`src/rtl/seq_tx_pkg.sv`:
```
// rtl/seq_tx_pkg.sv - shared state encoding, default sizes and length clamp for seq_tx
package seq_tx_pkg;

  localparam int W_DEF         = 12;
  localparam int PULSE_CYC_DEF = 3;
  localparam int GAP_CYC_DEF   = 125;

  typedef enum logic [2:0] {
    S_IDLE  = 3'd0,
    S_SETUP = 3'd1,
    S_PULSE = 3'd2,
    S_GAP   = 3'd3,
    S_DONE  = 3'd4
  } state_t;

  function automatic logic [3:0] clamp_len(input logic [3:0] len, input int max_len);
    logic [3:0] w_max;
    w_max = max_len[3:0];
    return (int'(len) > max_len) ? w_max : len;
  endfunction

endpackage

```
`src/rtl/seq_tx_if.sv`:
```
// rtl/seq_tx_if.sv - request/serial-output bundle between a burst requester and seq_tx
interface seq_tx_if #(parameter int W = 12);

  logic         start;
  logic [W-1:0] pattern;
  logic [3:0]   len;
  logic         ser_in;
  logic         next;
  logic         busy;
  logic         done;
  logic [2:0]   state_display;
  logic [3:0]   bit_idx;

  modport master (
    output start, pattern, len,
    input  ser_in, next, busy, done, state_display, bit_idx
  );

  modport slave (
    input  start, pattern, len,
    output ser_in, next, busy, done, state_display, bit_idx
  );

endinterface

```
`src/rtl/seq_tx_timer.sv`:
```
// rtl/seq_tx_timer.sv - loadable down-counter timing the PULSE and GAP phases
module seq_tx_timer #(
  parameter int TW = 7
) (
  input  logic          i_clk,
  input  logic          i_reset,
  input  logic          i_load,
  input  logic [TW-1:0] i_load_val,
  output logic          o_zero
);

  logic [TW-1:0] r_cnt;

  always_ff @(posedge i_clk or negedge i_reset) begin
    if (!i_reset) begin
      r_cnt <= '0;
    end else if (i_load) begin
      r_cnt <= i_load_val;
    end else if (r_cnt != '0) begin
      r_cnt <= r_cnt - 1'b1;
    end
  end

  assign o_zero = (r_cnt == '0);

endmodule

```
`src/rtl/seq_tx.sv`:
```
// rtl/seq_tx.sv - serial pattern transmitter with setup/pulse/gap strobing per bit
// SEQ_TX_LOOP_EN: restart the latched pattern at the last gap exit while start is held.
module seq_tx
  import seq_tx_pkg::*;
#(
  parameter int W         = W_DEF,
  parameter int PULSE_CYC = PULSE_CYC_DEF,
  parameter int GAP_CYC   = GAP_CYC_DEF
) (
  input  logic   i_clk,
  input  logic   i_reset,
  seq_tx_if.slave bus
);

  localparam int TMAX = (PULSE_CYC > GAP_CYC) ? PULSE_CYC : GAP_CYC;
  localparam int TW   = (TMAX < 2) ? 1 : $clog2(TMAX);
  localparam logic [TW-1:0] PULSE_LD = TW'(PULSE_CYC - 1);
  localparam logic [TW-1:0] GAP_LD   = TW'(GAP_CYC - 1);

  state_t       r_state;
  logic [W-1:0] r_shift;
  logic [3:0]   r_len;
  logic [3:0]   r_bit_idx;
  logic         r_in;
  logic         r_next;
  logic         r_busy;
  logic         r_done;
`ifdef SEQ_TX_LOOP_EN
  logic [W-1:0] r_pat;
`endif

  logic          w_zero;
  logic          w_load;
  logic [TW-1:0] w_load_val;
  logic [3:0]    w_len_clamped;
  logic [4:0]    w_idx_inc;
  logic          w_last;
  logic [W-1:0]  w_shift_nxt;

  // Timer is armed for PULSE while in SETUP and re-armed for GAP as PULSE expires.
  assign w_load        = (r_state == S_SETUP) || ((r_state == S_PULSE) && w_zero);
  assign w_load_val    = (r_state == S_SETUP) ? PULSE_LD : GAP_LD;
  assign w_len_clamped = clamp_len(bus.len, W);
  assign w_idx_inc     = {1'b0, r_bit_idx} + 5'd1;
  assign w_last        = !(w_idx_inc < {1'b0, r_len});
  assign w_shift_nxt   = {r_shift[W-2:0], 1'b0};

  seq_tx_timer #(.TW(TW)) u_timer (
    .i_clk      (i_clk),
    .i_reset    (i_reset),
    .i_load     (w_load),
    .i_load_val (w_load_val),
    .o_zero     (w_zero)
  );

  always_ff @(posedge i_clk or negedge i_reset) begin
    if (!i_reset) begin
      r_state   <= S_IDLE;
      r_shift   <= '0;
      r_len     <= '0;
      r_bit_idx <= '0;
      r_in      <= 1'b0;
      r_next    <= 1'b0;
      r_busy    <= 1'b0;
      r_done    <= 1'b0;
`ifdef SEQ_TX_LOOP_EN
      r_pat     <= '0;
`endif
    end else begin
      case (r_state)
        S_IDLE: begin
          r_in   <= 1'b0;
          r_next <= 1'b0;
          r_done <= 1'b0;
          r_busy <= 1'b0;
          if (bus.start) begin
            r_shift   <= bus.pattern;
`ifdef SEQ_TX_LOOP_EN
            r_pat     <= bus.pattern;
`endif
            r_len     <= w_len_clamped;
            r_bit_idx <= '0;
            r_busy    <= 1'b1;
            if (w_len_clamped == 4'd0) begin
              r_state <= S_DONE;
              r_done  <= 1'b1;
            end else begin
              r_state <= S_SETUP;
              r_in    <= bus.pattern[W-1];
            end
          end
        end
        S_SETUP: begin
          r_state <= S_PULSE;
          r_next  <= 1'b1;
        end
        S_PULSE: begin
          if (w_zero) begin
            r_state <= S_GAP;
            r_next  <= 1'b0;
          end
        end
        S_GAP: begin
          if (w_zero) begin
            r_shift   <= w_shift_nxt;
            r_bit_idx <= w_idx_inc[3:0];
            if (!w_last) begin
              r_state <= S_SETUP;
              r_in    <= w_shift_nxt[W-1];
            end
`ifdef SEQ_TX_LOOP_EN
            else if (bus.start) begin
              r_shift   <= r_pat;
              r_bit_idx <= '0;
              r_state   <= S_SETUP;
              r_in      <= r_pat[W-1];
            end
`endif
            else begin
              r_state <= S_DONE;
              r_done  <= 1'b1;
            end
          end
        end
        S_DONE: begin
          r_state <= S_IDLE;
          r_done  <= 1'b0;
          r_busy  <= 1'b0;
          r_in    <= 1'b0;
        end
        default: r_state <= S_IDLE;
      endcase
    end
  end

  assign bus.ser_in        = r_in;
  assign bus.next          = r_next;
  assign bus.busy          = r_busy;
  assign bus.done          = r_done;
  assign bus.state_display = r_state;
  assign bus.bit_idx       = r_bit_idx;

endmodule
```
`src/flat_wrapper.sv`:
```
// flat-port wrapper written by rule: the top's interface ports become plain ports
module seq_tx_flat import seq_tx_pkg::*;
#(
  parameter int W         = W_DEF,
  parameter int PULSE_CYC = PULSE_CYC_DEF,
  parameter int GAP_CYC   = GAP_CYC_DEF
)
  (i_clk, i_reset, bus_start, bus_pattern, bus_len, bus_ser_in, bus_next, bus_busy, bus_done, bus_state_display, bus_bit_idx);
  seq_tx_if #(.W(W)) bus_i ();
  input  logic i_clk;
  input  logic i_reset;
  input wire logic [$bits(bus_i.start)-1:0] bus_start;
  input wire logic [$bits(bus_i.pattern)-1:0] bus_pattern;
  input wire logic [$bits(bus_i.len)-1:0] bus_len;
  output wire logic [$bits(bus_i.ser_in)-1:0] bus_ser_in;
  output wire logic [$bits(bus_i.next)-1:0] bus_next;
  output wire logic [$bits(bus_i.busy)-1:0] bus_busy;
  output wire logic [$bits(bus_i.done)-1:0] bus_done;
  output wire logic [$bits(bus_i.state_display)-1:0] bus_state_display;
  output wire logic [$bits(bus_i.bit_idx)-1:0] bus_bit_idx;
  assign bus_i.start = bus_start;
  assign bus_i.pattern = bus_pattern;
  assign bus_i.len = bus_len;
  assign bus_ser_in = bus_i.ser_in;
  assign bus_next = bus_i.next;
  assign bus_busy = bus_i.busy;
  assign bus_done = bus_i.done;
  assign bus_state_display = bus_i.state_display;
  assign bus_bit_idx = bus_i.bit_idx;
  seq_tx #(.W(W), .PULSE_CYC(PULSE_CYC), .GAP_CYC(GAP_CYC)) u_core (.i_clk(i_clk), .i_reset(i_reset), .bus(bus_i));
endmodule
```
`config.mk`:
```
export PLATFORM = sky130hd
export DESIGN_NAME = seq_tx_flat
export DESIGN_NICKNAME = d
export VERILOG_FILES = /design/src/rtl/seq_tx_pkg.sv /design/src/rtl/seq_tx_if.sv /design/src/rtl/seq_tx_timer.sv /design/src/rtl/seq_tx.sv /design/src/flat_wrapper.sv
export SDC_FILE = /design/constraint.sdc
export NUM_CORES = 1
export LEC_CHECK = 0
export CAP_MARGIN = 20
export CORE_ASPECT_RATIO = 0.9
export CORE_MARGIN = 4
export CORE_UTILIZATION = 45
export CTS_CLUSTER_SIZE = 24
export DETAILED_ROUTE_END_ITERATION = 8
export PLACE_DENSITY = 0.72
export SYNTH_ARGS = -nofsm -noshare
export SYNTH_HDL_FRONTEND = slang
export SYNTH_SLANG_ARGS = --single-unit
```
`constraint.sdc`:
```
create_clock -name i_clk -period 2.4 [get_ports i_clk]
set_clock_uncertainty 0.2 [all_clocks]
set_input_delay 0.36 -clock i_clk [delete_from_list [all_inputs] [get_ports i_clk]]
set_output_delay 0.36 -clock i_clk [all_outputs]
set_load 0.1 [all_outputs]
```
==> notes.md <==
impl run done, here's what came out: status complete, no violations, vias in the first global route 1422, Via density approximately 5.5, Clk pwr share 0.376, dominant kind of combinational cell simple AND/OR/NAND/NOR gates, yosys stat area approximately 0.0019 sq mm, Slew Limit Fails 0, Largest register FFs 11, Reg with most FFs u_core.r_shift, Complex Gates by Area 0.158, reg2reg end u_core.u_timer.r_cnt[1], Clock H-tree levels 2, TritonCTS Buffers 5, post-cts resize count 1, GRT Residual Overflow 0, Hold WS 0.280 ns, Cell Int Power 0.797 mW, clock net sink count 33, net switching power 0.226 mW, reg2reg path depth 7, cells after synthesis about 190, # hold bufs at CTS 0, final instance area 0.00238 sq mm, Power Total 1.02 mW, worst-skew pair later-pin latency 0.29 ns, crit-path max cell delay approximately 0.45 ns, Post-synth EDFFs 0, Hold Violations, Final 0, layout cells sized above 1 0.272, Area leader share 0.445, syn_area_per_cell 9.56 sq um, Synth Area in Adders 0.0337, Worst Setup SP u_core.u_timer.r_cnt[1], crit path launch type flop, clk slew on worst S/H paths about 0.060 ns, Buffers on Ports 29, Max Cap Viol 0, largest net degree at the start of global routing 34, biggest regs u_core.r_shift x11, u_core.u_timer.r_cnt x7
==> cell type report <==
| cell class | instances | area [sq um] |
|---|---|---|
| tap | 46 | 57.6 |
| clock inverter | 1 | 5.00 |
| sequential | 33 | 837 |
| clock buffer | 6 | 72.6 |
| multi-input combinational | 147 | 995 |
| fill | 336 | 1450 |
| inverter | 6 | 22.5 |
| timing repair buffer | 46 | 394 |
==> per-layer routing <==
metal  wire (um)  track usage  up-vias
met5           0            0        -
met4          37       0.0590        0
met3         269       0.0435        6
met2        1780        0.244       41
met1        2010        0.253      741
li1            -            -      781
==> metrics by stage <==
stage	utilization	cells
3_3_place_gp	0.587	276
4_1_cts	0.610	283
3_5_place_dp	0.587	276
2_1_floorplan	-	194
6_report	0.621	285
5_1_grt	0.621	285
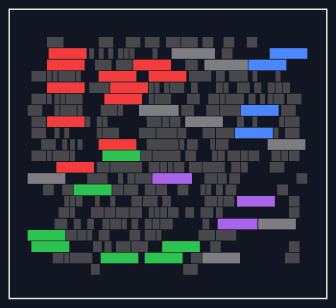
registers.png
Other sequential cells in the stronger gray, the rest of the logic in the fainter gray.
purple -> u_core.bus.state_display  # placed flops 3
blue -> u_core.r_len  # placed flops 4, where upper right
green -> u_core.u_timer.r_cnt  # placed flops 7
red -> u_core.r_shift  # placed flops 11
not colored = 8

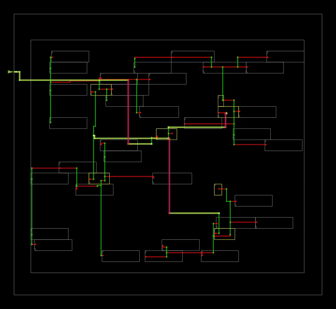
final_clocks.png
clock buffers: 6
clock network power: 0.385 mW
registers: 33

No activity file was given, so power comes from the tool's default toggle rates.
